[src/rtl/stopwatch_pkg.sv]
// Shared types and helpers for the stopwatch core: FSM state encoding,
// BCD nibble width and preload clamping.
package stopwatch_pkg;

    localparam int BCD_W = 4;

    typedef enum logic [1:0] {
        STOP     = 2'd0,
        RUN      = 2'd1,
        LAP_RUN  = 2'd2,
        LAP_STOP = 2'd3
    } sw_state_e;

    // Preload nibbles above 9 are not valid BCD; saturate them to 9.
    function automatic logic [BCD_W-1:0] bcd_clamp(input logic [BCD_W-1:0] nibble);
        return (nibble > 4'd9) ? 4'd9 : nibble;
    endfunction

endpackage

[src/rtl/stopwatch_if.sv]
// Control/status bundle between a stopwatch front end and stopwatch_core.
// The master drives the command pulses; the slave (the core) returns the count and status.
interface stopwatch_if #(
    parameter int DIGITS = 4
);
    logic                  i_run;
    logic                  i_clear;
    logic                  i_lap;
    logic                  i_load;
    logic [4*DIGITS-1:0]   i_load_val;
    logic                  i_down;
    logic [4*DIGITS-1:0]   count_bcd;
    logic [4*DIGITS-1:0]   disp_bcd;
    logic                  running;
    logic                  lap_hold;
    logic                  wrap_pulse;
    logic                  done_pulse;

    modport master (
        output i_run, i_clear, i_lap, i_load, i_load_val, i_down,
        input  count_bcd, disp_bcd, running, lap_hold, wrap_pulse, done_pulse
    );

    modport slave (
        input  i_run, i_clear, i_lap, i_load, i_load_val, i_down,
        output count_bcd, disp_bcd, running, lap_hold, wrap_pulse, done_pulse
    );
endinterface

[src/rtl/stopwatch_bcd_digit_cell.sv]
// One BCD decade of the ripple counter. When enabled it steps up or down
// and raises co when it rolls over (9->0 up, 0->9 down).
module bcd_digit_cell
    import stopwatch_pkg::*;
(
    input  logic             en,
    input  logic             down,
    input  logic [BCD_W-1:0] d,
    output logic [BCD_W-1:0] q,
    output logic             co
);

    always_comb begin
        // NOTE: every output gets a default first so no path leaves it unassigned (no latch).
        q  = d;
        co = 1'b0;
        if (en) begin
            if (down) begin
                co = (d == 4'd0);
                q  = co ? 4'd9 : d - 4'd1;
            end else begin
                co = (d == 4'd9);
                q  = co ? 4'd0 : d + 4'd1;
            end
        end
    end

endmodule

[src/rtl/stopwatch_core.sv]
// Run/stop/clear/lap stopwatch with internal tick prescaler and a DIGITS-wide
// BCD count built from a ripple chain of bcd_digit_cell.
module stopwatch_core
    import stopwatch_pkg::*;
#(
    parameter int CLK_HZ  = 100_000_000,
    parameter int TICK_HZ = 100,
    parameter int DIGITS  = 4
) (
    input  logic      clk,
    input  logic      reset,
    stopwatch_if.slave bus
);

    localparam int DIV = CLK_HZ / TICK_HZ;
    localparam int PW  = (DIV > 2) ? $clog2(DIV) : 1;
    localparam int W   = BCD_W * DIGITS;

    sw_state_e       state_q;
    logic [PW-1:0]   presc_q;
    logic [W-1:0]    count_q;
    logic [W-1:0]    count_d;
    logic [W-1:0]    lap_q;
    logic [W-1:0]    load_clamped;
    logic            wrap_q;
    logic            done_q;
    logic            running;
    logic            lap_hold;
    logic            tick;
    logic [DIGITS:0] carry;
    logic            at_limit;

    assign running  = (state_q == RUN) || (state_q == LAP_RUN);
    assign lap_hold = (state_q == LAP_RUN) || (state_q == LAP_STOP);
    assign tick     = running && (presc_q == PW'(DIV - 1));

    // carry[k] is the rollover out of decade k-1; carry[0] seeds the chain.
    assign carry[0] = 1'b1;

    for (genvar k = 0; k < DIGITS; k++) begin : g_digit
        bcd_digit_cell u_cell (
            .en   (tick & carry[k]),
            .down (bus.i_down),
            .d    (count_q[k*BCD_W +: BCD_W]),
            .q    (count_d[k*BCD_W +: BCD_W]),
            .co   (carry[k+1])
        );
        assign load_clamped[k*BCD_W +: BCD_W] = bcd_clamp(bus.i_load_val[k*BCD_W +: BCD_W]);
    end

    // Rollover out of the top decade: all-9 going up, or all-0 going down.
    assign at_limit = carry[DIGITS];

    always_ff @(posedge clk or posedge reset) begin
        if (reset) begin
            state_q <= STOP;
            presc_q <= '0;
            count_q <= '0;
            lap_q   <= '0;
            wrap_q  <= 1'b0;
            done_q  <= 1'b0;
        end else begin
            // NOTE: non-blocking assignments throughout; later ones in this block override earlier ones.
            wrap_q <= 1'b0;
            done_q <= 1'b0;
            if (bus.i_clear) begin
                state_q <= STOP;
                presc_q <= '0;
                count_q <= '0;
                lap_q   <= '0;
            end else begin
                if (running) begin
                    presc_q <= tick ? '0 : presc_q + PW'(1);
                end
                if (tick) begin
                    if (bus.i_down && at_limit) begin
                        done_q <= 1'b1;
                    end else begin
                        count_q <= count_d;
                        wrap_q  <= !bus.i_down && at_limit;
                    end
                end

                if (bus.i_load) begin
                    if (state_q == STOP) begin
                        count_q <= load_clamped;
                        presc_q <= '0;
                    end
                end else begin
                    unique case (state_q)
                        STOP: begin
                            if (bus.i_run) state_q <= RUN;
                        end
                        RUN: begin
                            if (bus.i_run) begin
                                state_q <= STOP;
                            end else if (bus.i_lap) begin
                                state_q <= LAP_RUN;
                                lap_q   <= count_q;
                            end
                        end
                        LAP_RUN: begin
                            if (bus.i_run)      state_q <= LAP_STOP;
                            else if (bus.i_lap) state_q <= RUN;
                        end
                        LAP_STOP: begin
                            if (bus.i_run)      state_q <= LAP_RUN;
                            else if (bus.i_lap) state_q <= STOP;
                        end
                        default: state_q <= STOP;
                    endcase
                end

                // Countdown exhausted: stop, keeping the lap freeze if one is active.
                if (tick && bus.i_down && at_limit) begin
                    state_q <= lap_hold ? LAP_STOP : STOP;
                end
            end
        end
    end

    assign bus.count_bcd  = count_q;
    assign bus.disp_bcd   = lap_hold ? lap_q : count_q;
    assign bus.running    = running;
    assign bus.lap_hold   = lap_hold;
    assign bus.wrap_pulse = wrap_q;
    assign bus.done_pulse = done_q;

endmodule

[src/flat_wrapper.sv]
// flat-port wrapper written by rule: the top's interface ports become plain ports
module stopwatch_core_flat import stopwatch_pkg::*;
#(
    parameter int CLK_HZ  = 100_000_000,
    parameter int TICK_HZ = 100,
    parameter int DIGITS  = 4
)
  (clk, reset, bus_i_run, bus_i_clear, bus_i_lap, bus_i_load, bus_i_load_val, bus_i_down, bus_count_bcd, bus_disp_bcd, bus_running, bus_lap_hold, bus_wrap_pulse, bus_done_pulse);
  stopwatch_if #(.DIGITS(DIGITS)) bus_i ();
  input  logic clk;
  input  logic reset;
  input wire logic [$bits(bus_i.i_run)-1:0] bus_i_run;
  input wire logic [$bits(bus_i.i_clear)-1:0] bus_i_clear;
  input wire logic [$bits(bus_i.i_lap)-1:0] bus_i_lap;
  input wire logic [$bits(bus_i.i_load)-1:0] bus_i_load;
  input wire logic [$bits(bus_i.i_load_val)-1:0] bus_i_load_val;
  input wire logic [$bits(bus_i.i_down)-1:0] bus_i_down;
  output wire logic [$bits(bus_i.count_bcd)-1:0] bus_count_bcd;
  output wire logic [$bits(bus_i.disp_bcd)-1:0] bus_disp_bcd;
  output wire logic [$bits(bus_i.running)-1:0] bus_running;
  output wire logic [$bits(bus_i.lap_hold)-1:0] bus_lap_hold;
  output wire logic [$bits(bus_i.wrap_pulse)-1:0] bus_wrap_pulse;
  output wire logic [$bits(bus_i.done_pulse)-1:0] bus_done_pulse;
  assign bus_i.i_run = bus_i_run;
  assign bus_i.i_clear = bus_i_clear;
  assign bus_i.i_lap = bus_i_lap;
  assign bus_i.i_load = bus_i_load;
  assign bus_i.i_load_val = bus_i_load_val;
  assign bus_i.i_down = bus_i_down;
  assign bus_count_bcd = bus_i.count_bcd;
  assign bus_disp_bcd = bus_i.disp_bcd;
  assign bus_running = bus_i.running;
  assign bus_lap_hold = bus_i.lap_hold;
  assign bus_wrap_pulse = bus_i.wrap_pulse;
  assign bus_done_pulse = bus_i.done_pulse;
  stopwatch_core #(.CLK_HZ(CLK_HZ), .TICK_HZ(TICK_HZ), .DIGITS(DIGITS)) u_core (.clk(clk), .reset(reset), .bus(bus_i));
endmodule
[config.mk]
export PLATFORM = sky130hd
export DESIGN_NAME = stopwatch_core_flat
export DESIGN_NICKNAME = d
export VERILOG_FILES = /design/src/rtl/stopwatch_pkg.sv /design/src/rtl/stopwatch_if.sv /design/src/rtl/stopwatch_bcd_digit_cell.sv /design/src/rtl/stopwatch_core.sv /design/src/flat_wrapper.sv
export SDC_FILE = /design/constraint.sdc
export NUM_CORES = 1
export LEC_CHECK = 0
export ABC_CLOCK_PERIOD_IN_PS = 3200
export CORE_MARGIN = 4
export CORE_UTILIZATION = 50
export CTS_CLUSTER_SIZE = 25
export DETAILED_ROUTE_END_ITERATION = 8
export PLACE_DENSITY = 0.86
export SYNTH_ARGS = -nofsm -noshare
export SYNTH_HDL_FRONTEND = slang
export SYNTH_SLANG_ARGS = --single-unit
[constraint.sdc]
create_clock -name clk -period 3.2 [get_ports clk]
set_input_delay 0.8 -clock clk [delete_from_list [all_inputs] [get_ports clk]]
set_output_delay 0.8 -clock clk [all_outputs]
set_load 0.05 [all_outputs]
==> run_1/clock_wires.png <==
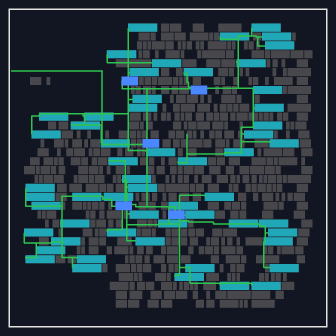
[clock-net drivers] blue | count: 5
[clock wires] green | length: 671 um
[flip-flops] cyan | count: 56
routed clock nets	6
flops lie	widely spread
insertion delay at the late pin of the worst-skew pair: 0.31 ns
clock-net power: 0.000466 W
Final Skew: 0.0114 ns
clock share of power: 25.1%

==> run_1/gates.png <==
Scale bar: 20 um.
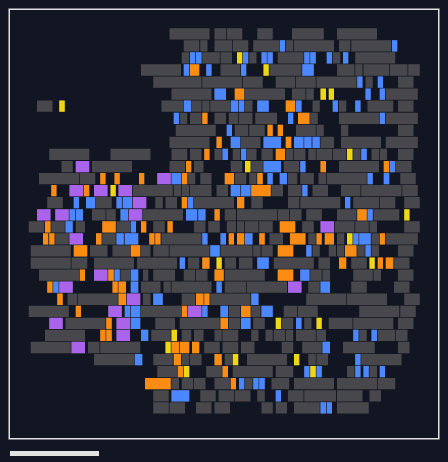
family	color	cells
inv cells	yellow	20
nor cells	orange	79
nand cells	blue	111
xor and xnor cells	purple	21
most used logic cell in the final layout: nand2_1
fraction of area in multi-input gates: 49.1%
Post-Layout Cell Count: 638

==> run_1/sizing.png <==
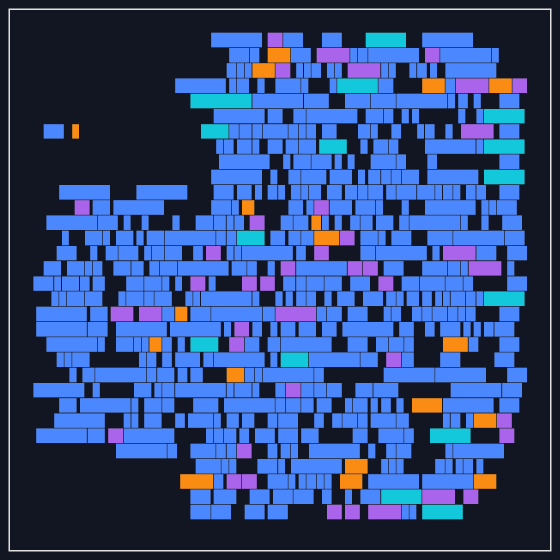
size	color	cells	share
x2	orange	18	3.4%
x1 and smaller	blue	462	86%
x3 and x4	purple	41	7.6%
x6 and larger	cyan	15	2.8%
synth-to-layout area growth: 26.8%
final setup margin: 0.189 ns

==> out/metrics.cfg, run 1 <==
[status]
run_status = complete, no violations

[logic_synthesis]
synth-adder-area-share_pct = 5.75
synthesis.instances = 474
syn-cell-area_mm2 = 0.00392
edf_count = 0
mux_share_pct = 3.58
synthAoiAreaFrac_pct = 17.6
yosysUniqueCellTypes = 60
synthArstFlopShare_pct = 100
synthFlopType = dfrtp_1
synth_seq_share_pct = 35.8
ys_sh_simple_pct = 28.1
synthTopLogicFamily = simple AND/OR/NAND/NOR gates
top_cell_area_share_pct = 35.8
yosysTopAreaCell = dfrtp_1
top_cell = nand2_1
synth_flops = 56
fp_nets = 515
ys_area_mm2 = 0.00392
topCellsByArea = dfrtp_1 36%, nand2_1 6.5%, ha_1 5.8%

[power]
powerDensity_mw_per_mm2 = 374
p_int_w = 0.00120
irDropWorstVdd_mv = 0.222
pwr-share-comb_pct = 32.7
swShare_pct = 35.3

[floorplanning]
top_level_ports = 59
chip_area_mm2 = 0.00931
die_h_um = 96.5
initial_core_util_pct = 50.9
die_w_um = 96.5
core.rowCount = 32

[worst_setup_path]
worstSetupPathType = register to output port
startpoint_type = register
crit_end = bus_disp_bcd[1]
r2r-end = u_core.bus.count_bcd[5]
worstPathArrival_ns = 2.21
r2r_setup_slack_ns = 0.64
r2r-start = u_core.bus.count_bcd[1]
end_kind = output port
cp_common_cell = buf_12
path_cells = inv_1, ha_1, nor2_1, clkinv_1, buf_12, nand2_1, o21ai_4, buf_12
crit_path_max_incr_delay_ns = 0.43

[timing]
relSlewSlack_pct = 50.2
finalCriticalPeriod_ns = 3.01
setup_viol = 0
maxSlewViolCount = 0
whs_ns = 0.525
worst_pin_slew_ns = 0.741
max_freq_mhz = 332

[grt]
grt_max_degree = 31
grt_first_pass_wirelength_mm = 17.9
grt.met3_usage_pct = 4.73
busiest_layer = met2
antenna_found_initial = 0
met2_usage_pct = 41.0
grt_pass1_vias = 3717
grtUsageTotal_pct = 24.2

[clocking]
clock-sinks = 56
clk_pin_slew_ns = 0.11
cts-root-buf = clkbuf_8
numCtsBuffers = 5
cts_buffer_depth = 2
ctsResizeCount = 0
cts_hold_buf = 0
post_cts_buffers = 0

[job]
warnings = 38
maxCapViolations = 0

[detailed_routing]
wirelength_mm = 10.7
first_pass_iters = 5
final_antenna_net_count = 0
routed-wl-met3_um = 768
drt-met1-wl_mm = 4.39
via_count = 3847
drtIter0Drc = 300

[hold_path]
hold_depth = 2

[cells_and_area]
antennaDiodeCount = 0
nets = 576
drive_above_1_share_pct = 13.8

[place]
routabilityCongestion = 0.927
dp_hpwl_mm = 8.09

-- run 1: logic make-up after synthesis --
logic type | after synthesis
multiplexers | 13
flip-flops | 56
AND/OR/NAND/NOR | 213
adder cells (fa/ha/maj) | 18
XOR/XNOR | 21
AND-OR/OR-AND | 107
buffers and inverters | 46
-- run 1: state kept, by name, indices dropped and copies added (netlist names) --
register and cells:
u_core.presc_q 20, u_core.bus.count_bcd 16, u_core.lap_q 16, u_core.state_q 2, u_core.bus.done_pulse 1, u_core.bus.wrap_pulse 1
-- run 1: final cells by class --
type                       count  area [um^2]
tap                          102          128
clock buffer                   6         72.6
sequential                    56         1400
clock inverter                 2         35.0
fill                         635         2720
timing repair buffer          80          816
multi-input combinational    372         2440
inverter                      20         75.1
-- run 1: how the worst min path moves through the flow --
| stage | start | to | slack, ns |
|---|---|---|---|
| final | u_core.lap_q[3] | u_core.lap_q[3] | 0.53 |
| after global placement | u_core.lap_q[3] | u_core.lap_q[3] | 0.51 |
| after CTS | u_core.lap_q[3] | u_core.lap_q[3] | 0.53 |
| after floorplan | u_core.lap_q[7] | u_core.lap_q[7] | 0.50 |
| after global routing | u_core.lap_q[3] | u_core.lap_q[3] | 0.55 |
| after detailed placement | u_core.lap_q[3] | u_core.lap_q[3] | 0.51 |
-- run 1: power by group through the flow --
stage / sequential [W] / combinational, W / clock (W)
floorplan: 0.000837 / 0.000337 / 0
global placement: 0.000795 / 0.000591 / 0
detailed placement: 0.000796 / 0.000603 / 0
CTS: 0.000782 / 0.000606 / 0.000476
global route: 0.000789 / 0.000650 / 0.000504
finish: 0.000783 / 0.000606 / 0.000466
-- run 1: per-stage QoR --
| stage | power (W) | util (%) | area (um^2) | worst slack (ns) | cells |
|---|---|---|---|---|---|
| 2_1_floorplan | 0.00117 | - | 4010 | 0.0353 | 474 |
| 3_3_place_gp | 0.00139 | 63.2 | 4860 | 0.286 | 630 |
| 3_5_place_dp | 0.00140 | 63.2 | 4860 | 0.212 | 630 |
| 4_1_cts | 0.00186 | 64.6 | 4960 | 0.196 | 638 |
| 5_1_grt | 0.00194 | 64.6 | 4960 | 0.0646 | 638 |
| 6_report | 0.00186 | 64.6 | 4960 | 0.189 | 638 |
-- run 1: layout by cell type (no fill, tap or decap), drive strengths merged, types with 3 or more instances in the layout --
cell	synthesis	layout
or2	3	3
nand2	68	68
xnor2	8	8
nor2b	6	6
ha	18	18
a32oi	3	3
nand4bb	3	3
xor2	13	13
nand2b	4	4
a211oi	8	8
and2	4	4
nand3	18	18
nor4bb	5	5
nor2	45	45
mux2	8	8
nand3b	7	7
clkbuf	22	6
clkdlybuf4s50	0	41
a21oi	35	35
buf	4	39
inv	19	19
dfrtp	56	56
or4	3	3
o21ai	30	30
nor3	13	13
o31ai	3	3
o211ai	5	5
and4	5	5
mux2i	5	5
nand4	10	10
a311oi	4	4
nor4	6	6
and3	4	4
-- run 1: critical path, delay by kind of cell (launching register included) --
family / cells / cell delay [ns]
buffers and inverters: 4 / 0.87
flip-flops: 1 / 0.43
AND/OR/NAND/NOR: 2 / 0.28
adder cells (fa/ha/maj): 1 / 0.22
AND-OR/OR-AND: 1 / 0.08
==> run_1/m3.png <==
Cells faint in the background.
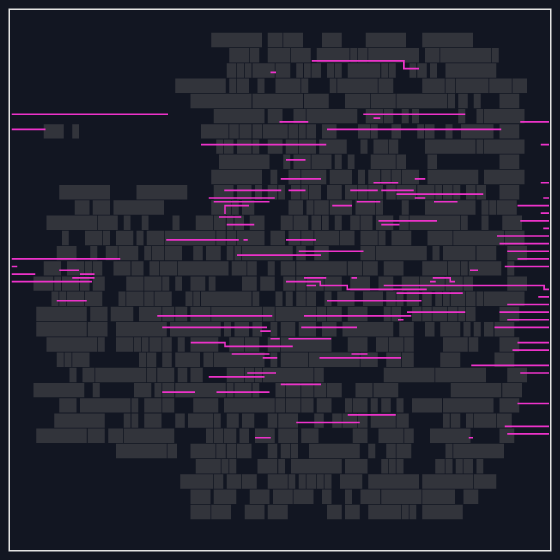

==> run 2: changes to the inputs <==
Settings changed: ABC_AREA set to 1.
==> run_2/m3.png <==
Cells faint in the background.
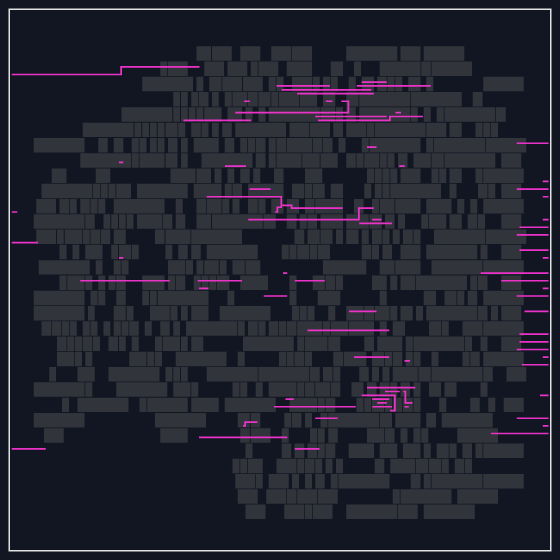
wire length on this layer	466 um
longest straight run	20.0 um
main direction	horizontal
nets with wire on the layer	60
Global Route met3 Usage: 4.46%
wirelength, routed: 9.35 mm
Vias: 3708

==> run_2/congestion_map.png <==
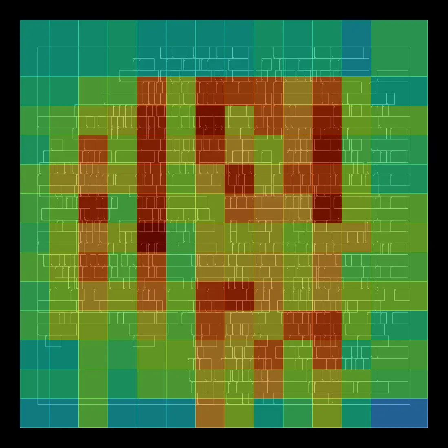
busiest metal layer after global routing: met2
met1 Track Usage GR: 25.9%
Final Util: 64.9%

==> run 2 against run 1 <==
Compared with the run above:
- flip-flop count unchanged
- non-clock buffer count down 14
- clock power down 9.4%
- critical path type unchanged
- worst setup slack better by 0.12 ns
- cell area down 3.2%
- die area down 0.70%
- sequential power about the same
- via count down 3.6%
- count of clock-buffer cells in the layout up 1
- area after synthesis down 0.77%
- utilization up 0.32 points
- critical path depth down 5
==> out/metrics.cfg, run 2 <==
[clocking]
ctsResizeCount = 0  ; unchanged
clk_pin_slew_ns = 0.09  ; -0.02 ns
clock_latency_ns = 0.32  ; about the same
cts_hold_buf = 0  ; unchanged
cts-root-buf = clkbuf_8
numCtsBuffers = 5  ; unchanged
cts_buffer_depth = 2  ; unchanged

[place]
routabilityCongestion = 0.963  ; +4.0%
dp_slack_ns = 0.261  ; +0.0490 ns
dp_hpwl_mm = 7.22  ; -11%

[hold_path]
hold_end = u_core.presc_q[0]
min_from = u_core.presc_q[0]

[logic_synthesis]
mux_share_pct = 0.290  ; -3.3 points
synthesis.instances = 531  ; +12%
synth_flops = 56  ; unchanged
edf_count = 0  ; unchanged
top_cell = nand2_1
yosysUniqueCellTypes = 42  ; -30%
ys_area_mm2 = 0.00388  ; -0.77%
top_cell_area_share_pct = 36.1  ; +0.28 points
synthFlopType = dfrtp_1
yosysTopAreaCell = dfrtp_1
synthTopLogicFamily = simple AND/OR/NAND/NOR gates
fp_nets = 572  ; +11%
topCellsByArea = dfrtp_1 36%, nand2_1 10%, inv_1 7.3%
synthArstFlopShare_pct = 100  ; unchanged

[timing]
clock_skew_ns = 0.00679  ; -0.00464 ns
setup_viol = 0  ; unchanged
finalCriticalPeriod_ns = 2.89  ; -0.123 ns
worst_pin_slew_ns = 0.637  ; -0.104 ns
max_freq_mhz = 346  ; +4.2%
relSlewSlack_pct = 57.4  ; +7.2 points

[power]
pwr-share-comb_pct = 37.2  ; +4.5 points
pwr-share-clk_pct = 22.0  ; -3.1 points
powerDensity_mw_per_mm2 = 399  ; +6.8%

[worst_setup_path]
path_buffers = 2  ; -2
end_kind = output port
startpoint_type = register
r2r_setup_slack_ns = 0.62  ; -0.02 ns
r2r-start = u_core.state_q[0]
worstSetupPathType = register to output port
r2r-end = u_core.bus.count_bcd[14]
crit_path_max_incr_delay_ns = 0.85  ; +0.42 ns
path_cells = inv_1, ha_1, clkdlybuf4s50_1

[grt]
antenna_found_initial = 0  ; unchanged
grtUsageTotal_pct = 21.7  ; -2.6 points
grt_pass1_vias = 3630  ; -2.3%

[detailed_routing]
final_antenna_net_count = 0  ; unchanged
first_pass_iters = 5  ; unchanged
drtIter0Drc = 145  ; -52%

[cells_and_area]
drive_above_1_share_pct = 11.3  ; -2.5 points
nets = 626  ; +8.7%
fill_cells = 630  ; -0.79%
final_common_cell = nand2_1
final_area_mm2 = 0.00481  ; -3.2%
largest_register = u_core.presc_q
largest_reg_flops = 20  ; unchanged
combGateArea_mm2 = 0.00206  ; -15%
antennaDiodeCount = 0  ; unchanged

[floorplanning]
die_w_um = 96.1  ; -0.35%
core.rowCount = 31  ; -3.1%
chip_area_mm2 = 0.00924  ; -0.70%
initial_core_util_pct = 52.4  ; +1.5 points
top_level_ports = 59  ; unchanged

[job]
maxCapViolations = 0  ; unchanged
warnings = 38  ; unchanged

[status]
run_status = complete, no violations

==> run_2/sizing.png <==
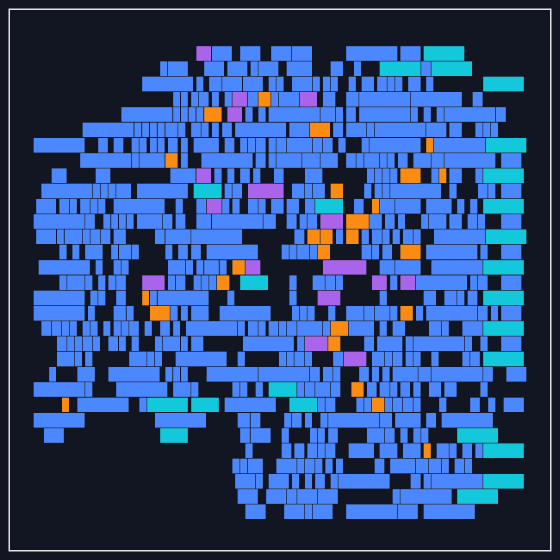
size	color	cells	share
x3 and x4	purple	16	2.7%
x6 and larger	cyan	24	4.1%
x1 and smaller	blue	519	89%
x2	orange	26	4.4%
synth-to-layout area growth: 23.7%
final setup margin: 0.312 ns

## run 2: kinds of logic after synthesis
group           count (synthesis)
flops                          56
mux                             1
fa+ha+maj                      18
compound gates                 96
xor+xnor                       18
simple gates                  241
buf+inv                       101
## run 2: layout make-up
cell class | count | area share, %
clock buffer | 7 | 2.00
inverter | 82 | 6.51
multi-input combinational | 374 | 42.9
sequential | 56 | 29.2
tap | 99 | 2.58
timing repair buffer | 66 | 16.9
## run 2: routing by layer
layer	share of wire, %	vias up	wire length (um)	track usage, %
li1	-	1821	-	-
met1	43	1763	4040	25.9
met2	50	107	4710	38.8
met3	5.0	17	465	4.46
met4	1.4	0	134	6.52
met5	0	-	0	0
## run 2: through the flow
stage / cells / total power (W) / hold slack [ns]
6_report: 684 / 0.00192 / 0.530
5_1_grt: 684 / 0.00202 / 0.561
4_1_cts: 684 / 0.00192 / 0.529
3_5_place_dp: 677 / 0.00151 / 0.511
3_3_place_gp: 677 / 0.00149 / 0.497
2_1_floorplan: 531 / 0.00124 / 0.483
## run 2: worst max-delay path by stage
stage	slack (ns)	startpoint	cells past startpoint	endpoint
4_1_cts	0.30	u_core.state_q[0]	3	bus_running
6_report	0.31	u_core.state_q[0]	3	bus_running
3_5_place_dp	0.26	bus_i_down	13	u_core.bus.count_bcd[0]
3_3_place_gp	0.32	bus_i_down	13	u_core.bus.count_bcd[0]
2_1_floorplan	0.41	u_core.state_q[0]	5	bus_disp_bcd[10]
5_1_grt	0.20	u_core.state_q[1]	3	bus_running
## run 2: power groups by stage
stage | clock network (W) | logic, W | registers, W
finish | 0.000422 | 0.000715 | 0.000783
CTS | 0.000422 | 0.000714 | 0.000782
detailed placement | 0 | 0.000711 | 0.000796
global route | 0.000456 | 0.000773 | 0.000788
floorplan | 0 | 0.000392 | 0.000851
global placement | 0 | 0.000698 | 0.000794
Power figures rest on the tool's default switching activity, not on a simulated workload.
